==> images/final_clocks.png <==
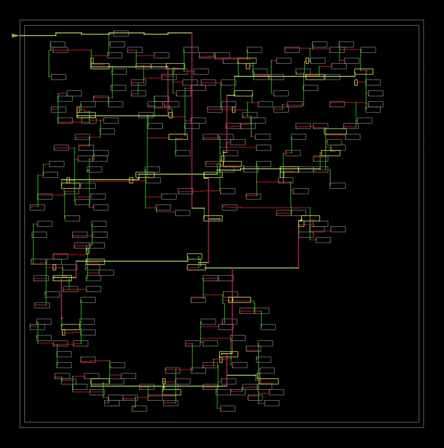
==> images/clock_map.png <==
The bar under the picture is 50 um long.
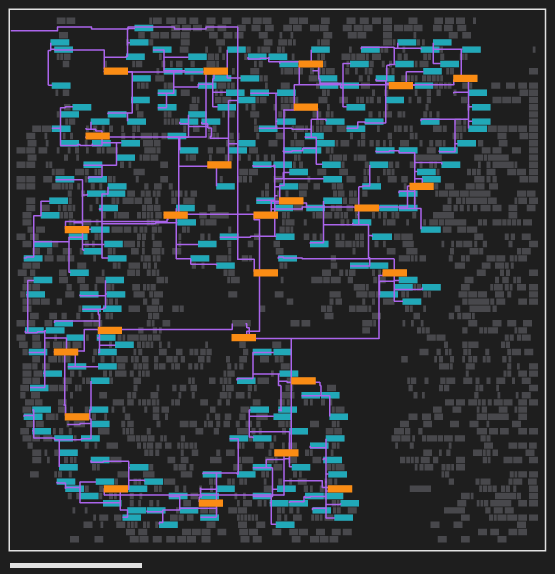
**config.mk**
```make
export PLATFORM = sky130hd
export DESIGN_NAME = c7b_lsu_flat
export DESIGN_NICKNAME = d
export VERILOG_FILES = /design/src/rtl/c7b_lsu_if.sv /design/src/rtl/c7b_lsu.sv /design/src/flat_wrapper.sv
export SDC_FILE = /design/constraint.sdc
export NUM_CORES = 1
export LEC_CHECK = 0
export CAP_MARGIN = 10
export CORE_AREA = 2 2 200 202
export CTS_BUF_LIST = sky130_fd_sc_hd__clkbuf_16
export DETAILED_ROUTE_END_ITERATION = 12
export DIE_AREA = 0 0 202 204
export PLACE_DENSITY_LB_ADDON = 0.15
export SETUP_SLACK_MARGIN = 0.2
export SLEW_MARGIN = 5
export SYNTH_ARGS = -nofsm -noshare
export SYNTH_HDL_FRONTEND = slang
export SYNTH_SLANG_ARGS = --single-unit
```
**constraint.sdc**
```tcl
create_clock -name clk -period 9.9 [get_ports clk]
set_clock_uncertainty 0.1 [all_clocks]
set_input_delay 1.98 -clock clk [delete_from_list [all_inputs] [get_ports clk]]
set_output_delay 1.98 -clock clk [all_outputs]
set_load 0.005 [all_outputs]
```
**src/rtl/c7b_lsu_if.sv**
```systemverilog
// ----------------------------------------------------------------------------
// c7b_lsu_if
// Bus between the load/store unit and the bus interface unit (BIU).
//   master modport : LSU side (drives requests, receives acks and data)
//   slave modport  : BIU side (receives requests, drives acks and data)
// Signals
//   lsu_biu_rd_req_ls2 / lsu_biu_rd_addr_ls2     read request and byte address
//   biu_lsu_rd_ack_ls2                           read request accepted
//   biu_lsu_data_valid_ls3 / biu_lsu_data_ls3    read data (8-byte aligned doubleword)
//   lsu_biu_wr_req_ls2 / lsu_biu_wr_addr_ls2     write request and byte address
//   lsu_biu_wr_data_ls2 / lsu_biu_wr_strb_ls2    lane-replicated write data, byte strobes
//   biu_lsu_wr_ack_ls2                           write request accepted
//   biu_lsu_wr_done_ls3                          write completed
// ----------------------------------------------------------------------------
interface c7b_lsu_if;
    logic        lsu_biu_rd_req_ls2;
    logic [31:0] lsu_biu_rd_addr_ls2;
    logic        biu_lsu_rd_ack_ls2;
    logic        biu_lsu_data_valid_ls3;
    logic [63:0] biu_lsu_data_ls3;
    logic        lsu_biu_wr_req_ls2;
    logic [31:0] lsu_biu_wr_addr_ls2;
    logic [63:0] lsu_biu_wr_data_ls2;
    logic [7:0]  lsu_biu_wr_strb_ls2;
    logic        biu_lsu_wr_ack_ls2;
    logic        biu_lsu_wr_done_ls3;

    modport master (
        output lsu_biu_rd_req_ls2,
        output lsu_biu_rd_addr_ls2,
        input  biu_lsu_rd_ack_ls2,
        input  biu_lsu_data_valid_ls3,
        input  biu_lsu_data_ls3,
        output lsu_biu_wr_req_ls2,
        output lsu_biu_wr_addr_ls2,
        output lsu_biu_wr_data_ls2,
        output lsu_biu_wr_strb_ls2,
        input  biu_lsu_wr_ack_ls2,
        input  biu_lsu_wr_done_ls3
    );

    modport slave (
        input  lsu_biu_rd_req_ls2,
        input  lsu_biu_rd_addr_ls2,
        output biu_lsu_rd_ack_ls2,
        output biu_lsu_data_valid_ls3,
        output biu_lsu_data_ls3,
        input  lsu_biu_wr_req_ls2,
        input  lsu_biu_wr_addr_ls2,
        input  lsu_biu_wr_data_ls2,
        input  lsu_biu_wr_strb_ls2,
        output biu_lsu_wr_ack_ls2,
        output biu_lsu_wr_done_ls3
    );
endinterface

```
**src/rtl/c7b_lsu.sv**
```systemverilog
// ----------------------------------------------------------------------------
// c7b_lsu
// Single-outstanding load/store unit between execute control (ECL) and the BIU.
// Stages: E (issue) -> LS1 (address add, alignment check) -> LS2 (BIU request
// until ack) -> LS3 (wait for read data / write done).
// Ports
//   clk, resetn                 clock and synchronous active-low reset
//   ecl_lsu_*_e                 issue request: valid, op, base, offset, store data
//   lsu_ecl_data_valid_ls3      completion pulse (load data or store done)
//   lsu_ecl_data_ls3            extended load result, 0 for stores
//   lsu_ecl_except_ale_ls1      misaligned address, with lsu_csr_except_badv_ls1
//   lsu_ecl_except_buserr_ls3   bus error (LS3 timeout)
//   lsu_ecl_except_ecc_ls3      ECC error, reserved, always 0
//   biu                         c7b_lsu_if master modport
// Configuration
//   C7BLSU_BUSERR_TIMEOUT_EN    when defined, LS3 gives up after BUSERR_TIMEOUT
//                               cycles with a one-cycle bus error pulse; when
//                               undefined, LS3 waits indefinitely.
// ----------------------------------------------------------------------------
module c7b_lsu #(
    parameter int BUSERR_TIMEOUT = 256
) (
    input  logic        clk,
    input  logic        resetn,
    input  logic        ecl_lsu_valid_e,
    input  logic [6:0]  ecl_lsu_op_e,
    input  logic [31:0] ecl_lsu_base_e,
    input  logic [31:0] ecl_lsu_offset_e,
    input  logic [31:0] ecl_lsu_wdata_e,
    output logic        lsu_ecl_data_valid_ls3,
    output logic [31:0] lsu_ecl_data_ls3,
    output logic        lsu_ecl_except_ale_ls1,
    output logic [31:0] lsu_csr_except_badv_ls1,
    output logic        lsu_ecl_except_buserr_ls3,
    output logic        lsu_ecl_except_ecc_ls3,
    c7b_lsu_if.master   biu
);

    typedef enum logic [1:0] {
        S_IDLE = 2'd0,
        S_LS1  = 2'd1,
        S_LS2  = 2'd2,
        S_LS3  = 2'd3
    } state_e;

    // op[3] = store, op[2] = unsigned load, op[1:0] = size (0 B, 1 H, 2 W)
    localparam logic [1:0] SZ_B = 2'd0;
    localparam logic [1:0] SZ_H = 2'd1;
    localparam logic [1:0] SZ_W = 2'd2;

    state_e      state_q, state_d;
    logic [6:0]  op_q, op_d;
    logic [31:0] base_q, base_d;
    logic [31:0] offset_q, offset_d;
    logic [31:0] wdata_q, wdata_d;
    logic [31:0] addr_q, addr_d;
    logic        rd_req_q, rd_req_d;
    logic [31:0] rd_addr_q, rd_addr_d;
    logic        wr_req_q, wr_req_d;
    logic [31:0] wr_addr_q, wr_addr_d;
    logic [63:0] wr_data_q, wr_data_d;
    logic [7:0]  wr_strb_q, wr_strb_d;

    logic        legal_op;
    logic        is_store;
    logic [1:0]  op_size;
    logic [31:0] ls1_addr;
    logic        misaligned;
    logic [7:0]  size_mask;
    logic [63:0] repl_data;
    logic [31:0] lane;
    logic [31:0] load_ext;
    logic        done_ls3;

    always_comb begin
        unique case (ecl_lsu_op_e)
            7'h00, 7'h01, 7'h02, 7'h04, 7'h05,
            7'h08, 7'h09, 7'h0A: legal_op = 1'b1;
            default:             legal_op = 1'b0;
        endcase
    end

    assign is_store = op_q[3];
    assign op_size  = op_q[1:0];
    assign ls1_addr = base_q + offset_q;

    assign misaligned = ((op_size == SZ_H) && ls1_addr[0]) ||
                        ((op_size == SZ_W) && (ls1_addr[1:0] != 2'b00));

    always_comb begin
        size_mask = 8'h01;
        repl_data = {8{wdata_q[7:0]}};
        if (op_size == SZ_H) begin
            size_mask = 8'h03;
            repl_data = {4{wdata_q[15:0]}};
        end else if (op_size == SZ_W) begin
            size_mask = 8'h0F;
            repl_data = {2{wdata_q}};
        end
    end

    // The BIU returns the whole aligned doubleword; the addressed bytes are
    // brought down to lane 0 before extension.
    assign lane = 32'(biu.biu_lsu_data_ls3 >> {addr_q[2:0], 3'b000});

    always_comb begin
        load_ext = lane;
        if (op_size == SZ_B) begin
            load_ext = {{24{lane[7] & ~op_q[2]}}, lane[7:0]};
        end else if (op_size == SZ_H) begin
            load_ext = {{16{lane[15] & ~op_q[2]}}, lane[15:0]};
        end
    end

    assign done_ls3 = is_store ? biu.biu_lsu_wr_done_ls3 : biu.biu_lsu_data_valid_ls3;

`ifdef C7BLSU_BUSERR_TIMEOUT_EN
    localparam int CNT_W = $clog2(BUSERR_TIMEOUT + 1);
    localparam logic [CNT_W-1:0] CNT_LAST = CNT_W'(BUSERR_TIMEOUT - 1);
    logic [CNT_W-1:0] cnt_q, cnt_d;
`else
    logic [31:0] unused_timeout;
    assign unused_timeout = BUSERR_TIMEOUT;
`endif

    always_comb begin
        state_d   = state_q;
        op_d      = op_q;
        base_d    = base_q;
        offset_d  = offset_q;
        wdata_d   = wdata_q;
        addr_d    = addr_q;
        rd_req_d  = rd_req_q;
        rd_addr_d = rd_addr_q;
        wr_req_d  = wr_req_q;
        wr_addr_d = wr_addr_q;
        wr_data_d = wr_data_q;
        wr_strb_d = wr_strb_q;
`ifdef C7BLSU_BUSERR_TIMEOUT_EN
        cnt_d     = cnt_q;
`endif
        lsu_ecl_data_valid_ls3    = 1'b0;
        lsu_ecl_data_ls3          = 32'h0;
        lsu_ecl_except_ale_ls1    = 1'b0;
        lsu_csr_except_badv_ls1   = 32'h0;
        lsu_ecl_except_buserr_ls3 = 1'b0;

        unique case (state_q)
            S_IDLE: begin
                if (ecl_lsu_valid_e && legal_op) begin
                    op_d     = ecl_lsu_op_e;
                    base_d   = ecl_lsu_base_e;
                    offset_d = ecl_lsu_offset_e;
                    wdata_d  = ecl_lsu_wdata_e;
                    state_d  = S_LS1;
                end
            end
            S_LS1: begin
                if (misaligned) begin
                    lsu_ecl_except_ale_ls1  = 1'b1;
                    lsu_csr_except_badv_ls1 = ls1_addr;
                    state_d                 = S_IDLE;
                end else begin
                    addr_d  = ls1_addr;
                    state_d = S_LS2;
                    // Request registers load here so they are valid on the
                    // first LS2 cycle.
                    if (is_store) begin
                        wr_req_d  = 1'b1;
                        wr_addr_d = ls1_addr;
                        wr_data_d = repl_data;
                        wr_strb_d = size_mask << ls1_addr[2:0];
                    end else begin
                        rd_req_d  = 1'b1;
                        rd_addr_d = ls1_addr;
                    end
                end
            end
            S_LS2: begin
                if (is_store && biu.biu_lsu_wr_ack_ls2) begin
                    wr_req_d  = 1'b0;
                    wr_addr_d = 32'h0;
                    wr_data_d = 64'h0;
                    wr_strb_d = 8'h0;
                    state_d   = S_LS3;
`ifdef C7BLSU_BUSERR_TIMEOUT_EN
                    cnt_d     = '0;
`endif
                end else if (!is_store && biu.biu_lsu_rd_ack_ls2) begin
                    rd_req_d  = 1'b0;
                    rd_addr_d = 32'h0;
                    state_d   = S_LS3;
`ifdef C7BLSU_BUSERR_TIMEOUT_EN
                    cnt_d     = '0;
`endif
                end
            end
            S_LS3: begin
                if (done_ls3) begin
                    lsu_ecl_data_valid_ls3 = 1'b1;
                    lsu_ecl_data_ls3       = is_store ? 32'h0 : load_ext;
                    state_d                = S_IDLE;
                end
`ifdef C7BLSU_BUSERR_TIMEOUT_EN
                // cnt_q counts completed LS3 cycles; the last allowed cycle
                // raises the error instead of waiting further.
                else if (cnt_q == CNT_LAST) begin
                    lsu_ecl_except_buserr_ls3 = 1'b1;
                    state_d                   = S_IDLE;
                end else begin
                    cnt_d = cnt_q + 1'b1;
                end
`endif
            end
            default: state_d = S_IDLE;
        endcase
    end

    always_ff @(posedge clk) begin
        if (!resetn) begin
            state_q   <= S_IDLE;
            op_q      <= 7'h0;
            base_q    <= 32'h0;
            offset_q  <= 32'h0;
            wdata_q   <= 32'h0;
            addr_q    <= 32'h0;
            rd_req_q  <= 1'b0;
            rd_addr_q <= 32'h0;
            wr_req_q  <= 1'b0;
            wr_addr_q <= 32'h0;
            wr_data_q <= 64'h0;
            wr_strb_q <= 8'h0;
`ifdef C7BLSU_BUSERR_TIMEOUT_EN
            cnt_q     <= '0;
`endif
        end else begin
            state_q   <= state_d;
            op_q      <= op_d;
            base_q    <= base_d;
            offset_q  <= offset_d;
            wdata_q   <= wdata_d;
            addr_q    <= addr_d;
            rd_req_q  <= rd_req_d;
            rd_addr_q <= rd_addr_d;
            wr_req_q  <= wr_req_d;
            wr_addr_q <= wr_addr_d;
            wr_data_q <= wr_data_d;
            wr_strb_q <= wr_strb_d;
`ifdef C7BLSU_BUSERR_TIMEOUT_EN
            cnt_q     <= cnt_d;
`endif
        end
    end

    assign biu.lsu_biu_rd_req_ls2  = rd_req_q;
    assign biu.lsu_biu_rd_addr_ls2 = rd_addr_q;
    assign biu.lsu_biu_wr_req_ls2  = wr_req_q;
    assign biu.lsu_biu_wr_addr_ls2 = wr_addr_q;
    assign biu.lsu_biu_wr_data_ls2 = wr_data_q;
    assign biu.lsu_biu_wr_strb_ls2 = wr_strb_q;
    assign lsu_ecl_except_ecc_ls3  = 1'b0;

endmodule

```
**src/flat_wrapper.sv**
```systemverilog
// flat-port wrapper written by rule: the top's interface ports become plain ports
module c7b_lsu_flat 
#(
    parameter int BUSERR_TIMEOUT = 256
)
  (clk, resetn, ecl_lsu_valid_e, ecl_lsu_op_e, ecl_lsu_base_e, ecl_lsu_offset_e, ecl_lsu_wdata_e, lsu_ecl_data_valid_ls3, lsu_ecl_data_ls3, lsu_ecl_except_ale_ls1, lsu_csr_except_badv_ls1, lsu_ecl_except_buserr_ls3, lsu_ecl_except_ecc_ls3, biu_lsu_biu_rd_req_ls2, biu_lsu_biu_rd_addr_ls2, biu_biu_lsu_rd_ack_ls2, biu_biu_lsu_data_valid_ls3, biu_biu_lsu_data_ls3, biu_lsu_biu_wr_req_ls2, biu_lsu_biu_wr_addr_ls2, biu_lsu_biu_wr_data_ls2, biu_lsu_biu_wr_strb_ls2, biu_biu_lsu_wr_ack_ls2, biu_biu_lsu_wr_done_ls3);
  c7b_lsu_if biu_i ();
  input  logic clk;
  input  logic resetn;
  input  logic ecl_lsu_valid_e;
  input  logic [6:0] ecl_lsu_op_e;
  input  logic [31:0] ecl_lsu_base_e;
  input  logic [31:0] ecl_lsu_offset_e;
  input  logic [31:0] ecl_lsu_wdata_e;
  output logic lsu_ecl_data_valid_ls3;
  output logic [31:0] lsu_ecl_data_ls3;
  output logic lsu_ecl_except_ale_ls1;
  output logic [31:0] lsu_csr_except_badv_ls1;
  output logic lsu_ecl_except_buserr_ls3;
  output logic lsu_ecl_except_ecc_ls3;
  output wire logic [$bits(biu_i.lsu_biu_rd_req_ls2)-1:0] biu_lsu_biu_rd_req_ls2;
  output wire logic [$bits(biu_i.lsu_biu_rd_addr_ls2)-1:0] biu_lsu_biu_rd_addr_ls2;
  input wire logic [$bits(biu_i.biu_lsu_rd_ack_ls2)-1:0] biu_biu_lsu_rd_ack_ls2;
  input wire logic [$bits(biu_i.biu_lsu_data_valid_ls3)-1:0] biu_biu_lsu_data_valid_ls3;
  input wire logic [$bits(biu_i.biu_lsu_data_ls3)-1:0] biu_biu_lsu_data_ls3;
  output wire logic [$bits(biu_i.lsu_biu_wr_req_ls2)-1:0] biu_lsu_biu_wr_req_ls2;
  output wire logic [$bits(biu_i.lsu_biu_wr_addr_ls2)-1:0] biu_lsu_biu_wr_addr_ls2;
  output wire logic [$bits(biu_i.lsu_biu_wr_data_ls2)-1:0] biu_lsu_biu_wr_data_ls2;
  output wire logic [$bits(biu_i.lsu_biu_wr_strb_ls2)-1:0] biu_lsu_biu_wr_strb_ls2;
  input wire logic [$bits(biu_i.biu_lsu_wr_ack_ls2)-1:0] biu_biu_lsu_wr_ack_ls2;
  input wire logic [$bits(biu_i.biu_lsu_wr_done_ls3)-1:0] biu_biu_lsu_wr_done_ls3;
  assign biu_lsu_biu_rd_req_ls2 = biu_i.lsu_biu_rd_req_ls2;
  assign biu_lsu_biu_rd_addr_ls2 = biu_i.lsu_biu_rd_addr_ls2;
  assign biu_i.biu_lsu_rd_ack_ls2 = biu_biu_lsu_rd_ack_ls2;
  assign biu_i.biu_lsu_data_valid_ls3 = biu_biu_lsu_data_valid_ls3;
  assign biu_i.biu_lsu_data_ls3 = biu_biu_lsu_data_ls3;
  assign biu_lsu_biu_wr_req_ls2 = biu_i.lsu_biu_wr_req_ls2;
  assign biu_lsu_biu_wr_addr_ls2 = biu_i.lsu_biu_wr_addr_ls2;
  assign biu_lsu_biu_wr_data_ls2 = biu_i.lsu_biu_wr_data_ls2;
  assign biu_lsu_biu_wr_strb_ls2 = biu_i.lsu_biu_wr_strb_ls2;
  assign biu_i.biu_lsu_wr_ack_ls2 = biu_biu_lsu_wr_ack_ls2;
  assign biu_i.biu_lsu_wr_done_ls3 = biu_biu_lsu_wr_done_ls3;
  c7b_lsu #(.BUSERR_TIMEOUT(BUSERR_TIMEOUT)) u_core (.clk(clk), .resetn(resetn), .ecl_lsu_valid_e(ecl_lsu_valid_e), .ecl_lsu_op_e(ecl_lsu_op_e), .ecl_lsu_base_e(ecl_lsu_base_e), .ecl_lsu_offset_e(ecl_lsu_offset_e), .ecl_lsu_wdata_e(ecl_lsu_wdata_e), .lsu_ecl_data_valid_ls3(lsu_ecl_data_valid_ls3), .lsu_ecl_data_ls3(lsu_ecl_data_ls3), .lsu_ecl_except_ale_ls1(lsu_ecl_except_ale_ls1), .lsu_csr_except_badv_ls1(lsu_csr_except_badv_ls1), .lsu_ecl_except_buserr_ls3(lsu_ecl_except_buserr_ls3), .lsu_ecl_except_ecc_ls3(lsu_ecl_except_ecc_ls3), .biu(biu_i));
endmodule
```
==> impl_metrics.ini <==
; flow metrics
[logic_synthesis]
postSynthAreaPerCell_um2 = 7.62
netlist.area_leader.share_pct = 36.3
ys_ff = 211
netlist_instances = 1527
ys_chip_area_um2 = 11600
largest_area_cell = dfxtp_1
edf_count = 0
synth_area_um2 = 11600
ys_cells = 1527
yosysUniqueCellTypes = 56
ys_seq_share_pct = 36.3

[worst_hold_path]
min-delay-start = u_core.biu.lsu_biu_wr_addr_ls2[2]
min_path_type = register to register

[layout]
n_fill_cell = 3985
area_growth_pct = 40.4
regArea_um2 = 4230
comb_area_um2 = 6730
fin_cells = 2355
drive_gt1_share_pct = 5.63
fin_nets = 2023
stdcell_area_um2 = 16300

[clocking]
holdBufCountCts = 0
cts_buffer_depth = 3
post_cts_resized = 0
htreeDepth = 1
postCtsSetupBuffers = 0
cts.clk_slew.worst_paths_ns = 0.06
cts_tree = built
clock-root-buffer = clkbuf_16

[detailed_routing]
drt_iter0_markers = 600
ant_nets = 0
wl_per_cell_um = 18.8
wl_mm = 44.3
drc = 0

[setup_path]
critPathTopFamily = buffers and inverters
regToRegSetupSlack_ns = 5.88
cpMostUsedCell = clkdlybuf4s50_1
crit_end = lsu_ecl_data_ls3[12]
startpoint = biu_biu_lsu_data_ls3[55]
crit_arrival_ns = 4.77
critPathKind = input pin to output pin
r2r_start = u_core.op_q[0]
required_ns = 7.82
ff2ff_path_depth = 13
max_stage_delay_ns = 0.62
cp-end-kind = output pin
cp.buffers_inverters = 2
critical_path.slowest_cell = nand3_1

[global_routing]
grt_pass1_wl_mm = 67.8
overflow = 0
antenna_found_initial = 3
first_global_vias = 11500

[power_and_ir_drop]
ir_drop_mv = 0.113
p_total_w = 0.00193
power_density_nw_per_um2 = 118

[floorplan]
fp.dieArea_um2 = 41200
placementRows = 73
die_h_um = 204
fp_util_pct = 29.7
die_x_um = 202
coreArea_um2 = 39200

[place]
place_inst = 2307
dpl.hpwl_mm = 33.2
io_buffers = 377
place_ws_ns = 3.06
gp_congestion = 0.895

[final_timing]
slew_headroom_pct = 28.1
final_hold_viol_count = 0
slew_violations = 0
finalCritPeriodShare_pct = 69.2
period_minus_slack_ns = 6.85
tightest_slew_ns = 1.08
hold_ws_ns = 0.353
fin_setup_tns_ns = 0

[flow_run]
drv_cap = 0
tool_warnings = 34

[run_status]
status = finished clean
## Picture notes: final_clocks.png
cts bufs inserted: 25
Skew-Pair Late Insertion Delay: 0.54 ns
clk sink count: 211

## Picture notes: clock_map.png
cells driving clock nets -> orange  # count 25
flip-flops -> cyan  # count 211
clock wires -> purple  # length 3,100 um
routed clock nets = 26

[kinds of logic (layout without fill, tap and decap cells)]
| logic type | Yosys count | after routing | synth area share [%] |
|---|---|---|---|
| XOR/XNOR | 29 | 29 | 2.18 |
| adder cells (fa/ha/maj) | 40 | 40 | 4.36 |
| flip-flops | 211 | 211 | 36.3 |
| other | 1 | 4 | 0.0322 |
| buffers and inverters | 155 | 455 | 6.16 |
| multiplexers | 93 | 93 | 9.58 |
| AND-OR/OR-AND | 439 | 439 | 21.4 |
| AND/OR/NAND/NOR | 559 | 559 | 20.0 |
[routing by layer]
layer	GRT usage [%]	part of all wire [%]	wire length, um
met3	4.26	5.9	2630
met5	0	0.025	11
met1	26.1	44	19500
met4	5.86	2.7	1190
met2	36.0	47	21000
[power breakdown]
part / total, W / internal, W / leakage, nW / switching, W
combinational: 0.000205 / 0.000102 / 3.53 / 0.000103
sequential: 0.000865 / 0.000858 / 1.70 / 0.00000694
clock: 0.000856 / 0.000485 / 0.395 / 0.000371
total: 0.00193 / 0.00145 / 5.63 / 0.000481
[synth_stat cells, types with 6 or more instances]
cell and number:
and2_1 17, nand2b_1 17, mux2_2 17, o31ai_1 6, buf_2 6, buf_4 34
xnor2_1 18, dfxtp_1 211, a22oi_1 31, o21ai_0 94, nor3_1 14, xor2_1 11
mux4_2 13, a31oi_1 6, a21o_1 9, nor2b_1 9, nand3_1 19, nand2_1 289
nor2_1 171, a21oi_1 242, inv_1 15, buf_1 9, mux2i_1 63, ha_1 39
a22o_1 22, clkbuf_1 91
[how the worst min path moves through the flow]
stage / slack, ns / to / cells past startpoint
final: 0.35 / u_core.biu.lsu_biu_wr_addr_ls2[2] / 2
after global routing: 0.37 / u_core.biu.lsu_biu_wr_addr_ls2[2] / 2
after CTS: 0.35 / u_core.biu.lsu_biu_wr_strb_ls2[3] / 2
after detailed placement: 0.35 / u_core.biu.lsu_biu_wr_addr_ls2[24] / 2
after global placement: 0.34 / u_core.biu.lsu_biu_wr_addr_ls2[28] / 2
after floorplan: 0.34 / u_core.wdata_q[16] / 2
[cells in the final DEF, fill, tap and decap left out, types with 5 or more instances in the layout]
cell type | synthesis | routed
a22oi_1 | 31 | 31
mux4_2 | 13 | 13
nand2_1 | 289 | 288
o21ai_0 | 94 | 94
ha_1 | 39 | 39
inv_1 | 15 | 20
nor2_1 | 171 | 170
a21o_1 | 9 | 9
xor2_1 | 11 | 11
mux2_2 | 17 | 17
dfxtp_1 | 211 | 209
xnor2_1 | 18 | 18
buf_4 | 34 | 17
and2_1 | 17 | 16
o31ai_1 | 6 | 6
mux2i_1 | 63 | 63
nor3_1 | 14 | 14
clkinv_2 | 0 | 5
a22o_1 | 22 | 22
clkbuf_16 | 0 | 25
a21oi_1 | 242 | 242
nor2b_1 | 9 | 9
clkinv_1 | 0 | 7
nand2b_1 | 17 | 17
clkdlybuf4s50_1 | 0 | 377
nand3_1 | 19 | 18
[cell type report]
class	count	area share (%)
Antenna cell	2	0.0306
Inverter	15	0.375
Clock inverter	21	0.804
Timing Repair Buffer	394	23.9
Sequential cell	211	25.9
Clock buffer	25	3.83
Multi-Input combinational cell	1162	41.2
Tap cell	525	4.02
Power and IR drop assume default switching activity.
